[src/rtl/io_burst_sequencer_pkg.sv]
// Shared widths, direction codes and FSM encodings for the io_unit burst sequencer.
package io_burst_sequencer_pkg;

    localparam int unsigned DEF_CNT_W  = 16;
    localparam int unsigned DEF_DATA_W = 16;

    localparam logic SEQ_DIR_READ  = 1'b0;
    localparam logic SEQ_DIR_WRITE = 1'b1;

    // io_unit mode selectors for the two unit instances
    localparam logic IO_READ  = 1'b0;
    localparam logic IO_WRITE = 1'b1;

    typedef enum logic [2:0] {
        IO_SEQ_IDLE  = 3'd0,
        IO_SEQ_FETCH = 3'd1,
        IO_SEQ_ISSUE = 3'd2,
        IO_SEQ_ARM   = 3'd3,
        IO_SEQ_WAIT  = 3'd4,
        IO_SEQ_PUSH  = 3'd5,
        IO_SEQ_DONE  = 3'd6
    } seq_state_e;

endpackage

[src/rtl/io_burst_sequencer_beat_counter.sv]
// Burst beat counter: load clears the count and latches the length, last_c flags the final word.
module io_beat_counter #(
    parameter int unsigned CNT_W = 16
) (
    input  logic             clk,
    input  logic             nreset,
    input  logic             load,
    input  logic [CNT_W-1:0] len,
    input  logic             inc,
    output logic [CNT_W-1:0] count,
    output logic             last_c
);

    logic [CNT_W-1:0] len_q;

    always_ff @(posedge clk or negedge nreset) begin
        if (!nreset) begin
            count <= '0;
            len_q <= '0;
        end else if (load) begin
            count <= '0;
            len_q <= len;
        end else if (inc) begin
            count <= count + CNT_W'(1);
        end
    end

    // count never exceeds len, so the +1 cannot wrap past len_q
    assign last_c = (count + CNT_W'(1)) == len_q;

endmodule

[src/rtl/io_burst_sequencer.sv]
// Sequences multi-word bursts through the write and read io_unit instances.
module io_burst_sequencer
    import io_burst_sequencer_pkg::*;
#(
    parameter int unsigned CNT_W  = DEF_CNT_W,
    parameter int unsigned DATA_W = DEF_DATA_W
) (
    input  logic              clk,
    input  logic              nreset,
    input  logic              cmd_valid,
    output logic              cmd_ready,
    input  logic              cmd_dir,
    input  logic [CNT_W-1:0]  cmd_len,
    input  logic              abort,
    input  logic              wr_valid,
    output logic              wr_ready,
    input  logic [DATA_W-1:0] wr_data,
    output logic              rd_valid,
    input  logic              rd_ready,
    output logic [DATA_W-1:0] rd_data,
    output logic              wio_activate,
    input  logic              wio_busy,
    input  logic              wio_init,
    output logic [DATA_W-1:0] wio_data,
    output logic              rio_activate,
    input  logic              rio_busy,
    input  logic              rio_init,
    input  logic [DATA_W-1:0] rio_data,
    output logic              done,
    output logic              aborted,
    output logic [CNT_W-1:0]  xfer_count
);

    seq_state_e state, state_nxt;
    logic dir, dir_nxt, abort_flag;
    logic accept, init_ok, abort_seen, sel_busy, issued;
    logic cnt_inc, hold_load, rd_cap, last_c;

    assign accept     = (state == IO_SEQ_IDLE) & cmd_valid & cmd_ready;
    assign init_ok    = wio_init & rio_init;
    // losing either init is handled like an abort
    assign abort_seen = abort_flag | abort | ~init_ok;
    assign dir_nxt    = accept ? cmd_dir : dir;
    assign sel_busy   = (dir == SEQ_DIR_WRITE) ? wio_busy : rio_busy;
    assign issued     = (dir == SEQ_DIR_WRITE) ? wio_activate : rio_activate;

    io_beat_counter #(.CNT_W(CNT_W)) u_beat (
        .clk    (clk),
        .nreset (nreset),
        .load   (accept),
        .len    (cmd_len),
        .inc    (cnt_inc),
        .count  (xfer_count),
        .last_c (last_c)
    );

    always_ff @(posedge clk or negedge nreset) begin
        if (!nreset) state <= IO_SEQ_IDLE;
        else         state <= state_nxt;
    end

    always_comb begin
        state_nxt = state;
        cnt_inc   = 1'b0;
        hold_load = 1'b0;
        rd_cap    = 1'b0;
        case (state)
            IO_SEQ_IDLE: begin
                if (accept) begin
                    if (cmd_len == '0)                state_nxt = IO_SEQ_DONE;
                    else if (cmd_dir == SEQ_DIR_WRITE) state_nxt = IO_SEQ_FETCH;
                    else                               state_nxt = IO_SEQ_ISSUE;
                end
            end
            IO_SEQ_FETCH: begin
                if (wr_valid) begin
                    hold_load = 1'b1;
                    state_nxt = IO_SEQ_ISSUE;
                end else if (abort_seen) begin
                    state_nxt = IO_SEQ_DONE;
                end
            end
            IO_SEQ_ISSUE: begin
                if (issued)        state_nxt = IO_SEQ_ARM;
                else if (!init_ok) state_nxt = IO_SEQ_DONE;
            end
            // unit raises busy a cycle after activate, so skip one busy check
            IO_SEQ_ARM: state_nxt = IO_SEQ_WAIT;
            IO_SEQ_WAIT: begin
                if (!sel_busy) begin
                    if (dir == SEQ_DIR_WRITE) begin
                        cnt_inc   = 1'b1;
                        state_nxt = (last_c | abort_seen) ? IO_SEQ_DONE : IO_SEQ_FETCH;
                    end else begin
                        rd_cap    = 1'b1;
                        state_nxt = IO_SEQ_PUSH;
                    end
                end
            end
            IO_SEQ_PUSH: begin
                if (rd_ready) begin
                    cnt_inc   = 1'b1;
                    state_nxt = (last_c | abort_seen) ? IO_SEQ_DONE : IO_SEQ_ISSUE;
                end
            end
            IO_SEQ_DONE: state_nxt = IO_SEQ_IDLE;
            default:     state_nxt = IO_SEQ_IDLE;
        endcase
    end

    // registered handshakes and pulses, decoded from the upcoming state
    always_ff @(posedge clk or negedge nreset) begin
        if (!nreset) begin
            dir          <= 1'b0;
            abort_flag   <= 1'b0;
            cmd_ready    <= 1'b0;
            wr_ready     <= 1'b0;
            rd_valid     <= 1'b0;
            rd_data      <= '0;
            wio_activate <= 1'b0;
            rio_activate <= 1'b0;
            wio_data     <= '0;
            done         <= 1'b0;
            aborted      <= 1'b0;
        end else begin
            dir          <= dir_nxt;
            if (accept)
                abort_flag <= 1'b0;
            else if ((state != IO_SEQ_IDLE) && (abort || !init_ok))
                abort_flag <= 1'b1;
            cmd_ready    <= (state_nxt == IO_SEQ_IDLE) & init_ok;
            wr_ready     <= (state_nxt == IO_SEQ_FETCH);
            rd_valid     <= (state_nxt == IO_SEQ_PUSH);
            wio_activate <= (state_nxt == IO_SEQ_ISSUE) & (dir_nxt == SEQ_DIR_WRITE) & ~wio_busy;
            rio_activate <= (state_nxt == IO_SEQ_ISSUE) & (dir_nxt == SEQ_DIR_READ) & ~rio_busy;
            if (rd_cap)    rd_data  <= rio_data;
            // write unit samples data_in while idle, so hold until the word completes
            if (hold_load) wio_data <= wr_data;
            done         <= (state == IO_SEQ_DONE);
            aborted      <= (state == IO_SEQ_DONE) & abort_flag;
        end
    end

endmodule

[config.mk]
export PLATFORM = sky130hd
export DESIGN_NAME = io_burst_sequencer
export DESIGN_NICKNAME = d
export VERILOG_FILES = /design/src/rtl/io_burst_sequencer_pkg.sv /design/src/rtl/io_burst_sequencer_beat_counter.sv /design/src/rtl/io_burst_sequencer.sv
export SDC_FILE = /design/constraint.sdc
export NUM_CORES = 1
export LEC_CHECK = 0
export CAP_MARGIN = 0
export CORE_MARGIN = 1.5
export CORE_UTILIZATION = 43
export DETAILED_ROUTE_END_ITERATION = 16
export PLACE_DENSITY_LB_ADDON = 0.05
export SLEW_MARGIN = 20
export SYNTH_ARGS = -nofsm -noshare
export SYNTH_HDL_FRONTEND = slang
export SYNTH_HIERARCHICAL = 1
export SYNTH_SLANG_ARGS = --single-unit
[constraint.sdc]
create_clock -name clk -period 2.6 [get_ports clk]
set_input_delay 0.39 -clock clk [delete_from_list [all_inputs] [get_ports clk]]
set_output_delay 0.39 -clock clk [all_outputs]
set_load 0.005 [all_outputs]
==> images/final_congestion.png <==
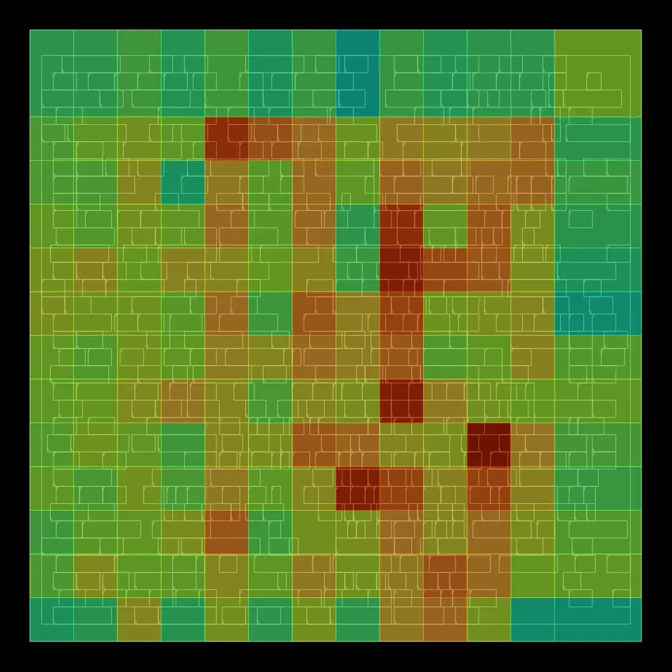
GR peak layer: met2
Finished Core Util: 0.691
GR Layer Usage met1: 0.281

==> images/drive_strength.png <==
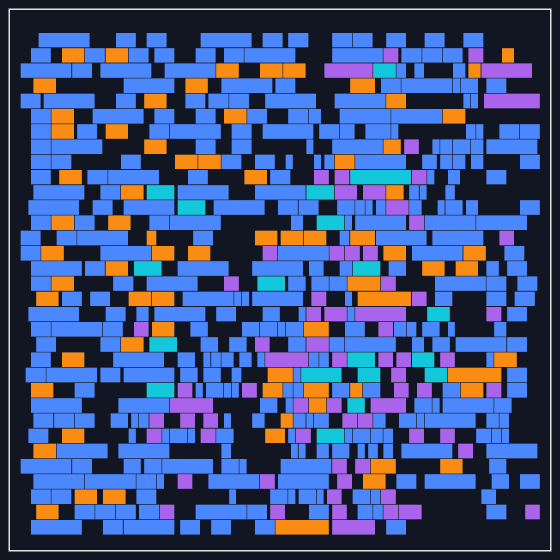
Key: cyan = drive 6 and up [cells 19]; orange = drive 2 [cells 71]; purple = drive 3 to 4 [cells 70]; blue = drive 1 or less [cells 337]
area delta synth->final: 53.3%
design area: 5770 µm²
final worst-path setup slack: -0.0853 ns

-- routing by layer --
layer,global-route usage,wire (µm)
met1,0.281,4140
met3,0.0642,677
met4,0.0664,76
met5,0,0
met2,0.358,4780
-- synth_stat cells (4+ instances only) --
| library cell | n |
|---|---|
| dfrtp_1 | 76 |
| mux2_2 | 48 |
| nor2_1 | 30 |
| xnor2_1 | 22 |
| nand2_1 | 15 |
| xor2_1 | 14 |
| nand3_1 | 9 |
| o21ai_0 | 9 |
| a21oi_1 | 8 |
| clkbuf_1 | 7 |
| nor4_1 | 7 |
| inv_1 | 6 |
| nand4_1 | 6 |
| buf_2 | 5 |
| a31oi_1 | 4 |
| nor3_1 | 4 |
-- through the flow --
step,hold slack [ns],TNS (ns)
detailed placement,0.434,-0.371
global route,0.0737,-1.03
finish,0.0435,-0.309
global placement,0.432,-0.110
floorplan,0.0944,0
CTS,0.0582,-0.172
-- cell families after synthesis --
kind of cell	synth area share
flip-flops	0.506
adder cells (fa/ha/maj)	0.00333
AND-OR/OR-AND	0.0542
AND/OR/NAND/NOR	0.172
buffers and inverters	0.0316
multiplexers	0.149
XOR/XNOR	0.0839
-- cell type report --
type                            instances  area share
Clock inverter                          5      0.0102
Tap cell                              105      0.0228
Clock buffer                           11      0.0263
Multi-Input combinational cell        227       0.328
Inverter                                6     0.00391
Timing Repair Buffer                  172       0.278
Sequential cell                        76       0.331
-- registers in the layout, summed over array words and instances (netlist names) --
| name | count |
|---|---|
| cmd_ready | 1 |
| state | 3 |
| done | 1 |
| u_beat/len_q | 16 |
| wr_ready | 1 |
| dir | 1 |
| wio_activate | 1 |
| wio_data | 16 |
| u_beat/count | 16 |
| rd_data | 16 |
| rd_valid | 1 |
| rio_activate | 1 |
| aborted | 1 |
| abort_flag | 1 |
-- worst paths after layout --
| check | end | cells after the start | start | slack [ns] |
|---|---|---|---|---|
| max | rio_activate | 12 | u_beat/count[1] | -0.09 |
| min | u_beat/len_q[2] | 1 | nreset | 0.04 |
| max reg2reg | rio_activate | 12 | u_beat/count[1] | -0.09 |
| min reg2reg | wio_data[1] | 1 | wio_data[1] | 0.51 |
| max in group asynchronous | state[1] | 2 | nreset | 1.90 |
| min in group clk | wio_data[1] | 1 | wio_data[1] | 0.51 |
-- worst register-to-register path, delay by kind of cell, from the launching register on --
kind | cells | cell delay (ns)
AOI/OAI and AO/OA | 3 | 0.43
adders and majority gates | 1 | 0.16
buffers and inverters | 2 | 0.30
DFF | 1 | 0.40
and+or+nand+nor | 6 | 1.32
-- report_power, final --
part / total, W / internal (W) / switching [W]
clock network: 0.000948 / 0.000498 / 0.000450
registers: 0.00175 / 0.00153 / 0.000218
logic: 0.00209 / 0.00134 / 0.000760
total: 0.00479 / 0.00336 / 0.00143
-- timing repair --
| action | in CTS | in global routing |
|---|---|---|
| resized | 18 | 14 |
| pin swaps | 14 | 15 |
| buffers inserted | 8 | 5 |
| endpoints found under the setup margin | 5 | 8 |
| gates cloned | 0 | 0 |
==> changes_impl.md <==
### Physical design

* Init Core Util at 0.451
* DR iter-0 viols at 118
* Vias in the first global route at 3221
* GR Overflow Total at 0
* I/O Buffers at 113
* Final Hold Viols at 0
* # DRC at 0
* Final worst-path setup slack at -0.0853 ns
* Tot GR Track Use at 0.219
* Syn nets at 386
* Clk latency late pin at 0.34 ns
* Drt first pass iters at 4
* Worst Path Max Fanout at 6
* # IOs at 114
* Initial antenna violation count at 0
* Failing checks: negative setup slack
* Asr flop ratio synth at 1.00
* Total vias in the final route at 3101
* Unique cell types at 56
* Seq share, synth at 0.506
* Register area at 1910 µm²
* Ant diodes at 0
* Status: finished with violations
* Pwr Density at 831 nW/µm²
* Top_reg_cell synth: dfrtp_1
* Post-DP HPWL at 7.25 mm
* Ys cells at 326
* H-tree depth at 3
* CTS Buf Count at 9
* Die width at 96.5 µm
* Post-route clock period utilization at 1.03
* Most numerous logic cell after layout: clkdlybuf4s50_1
* Power, Total at 0.00479 W
* YS chip area at 3760 µm²
* Kind of critical path: reg -> reg
* Max-area cell share at 0.506
* Die height at 96.5 µm
* Die area at 9310 µm²
* DR WL/cell at 16.1 µm
* Placed Area at 5310 µm²
* Vias per std cell at 5.15
* FP Rows at 33
* Worst min path class: in -> async
* Cell type with the largest total area: dfrtp_1
* Most instantiated logic cells after routing: 112 x clkdlybuf4s50_1, 73 x dfrtp_1, 54 x buf_4
* Clock Tree Buf Depth at 2
* Setup-failing EPs final at 5
* Fin crit period at 2.69 ns
* Crit. End Element: flip-flop
* Clk_skew at 0.0139 ns
* FILL cells at 652
* Synthesized area per cell at 11.5 µm²
* CP Buf/Inv Count at 2
* Worst Path Required at 2.85 ns
* Slowest stage cell, crit path: or4_4
* Area occupied by multi-input gates at 1890 µm²
* Top delay family on crit path: simple AND/OR/NAND/NOR gates
* CTS Sinks at 76
* Max Clk Rate at 0.372 GHz
* Largest net degree at the start of global routing at 46
* Ys flops at 76
Power is estimated from default activity; no workload was simulated.
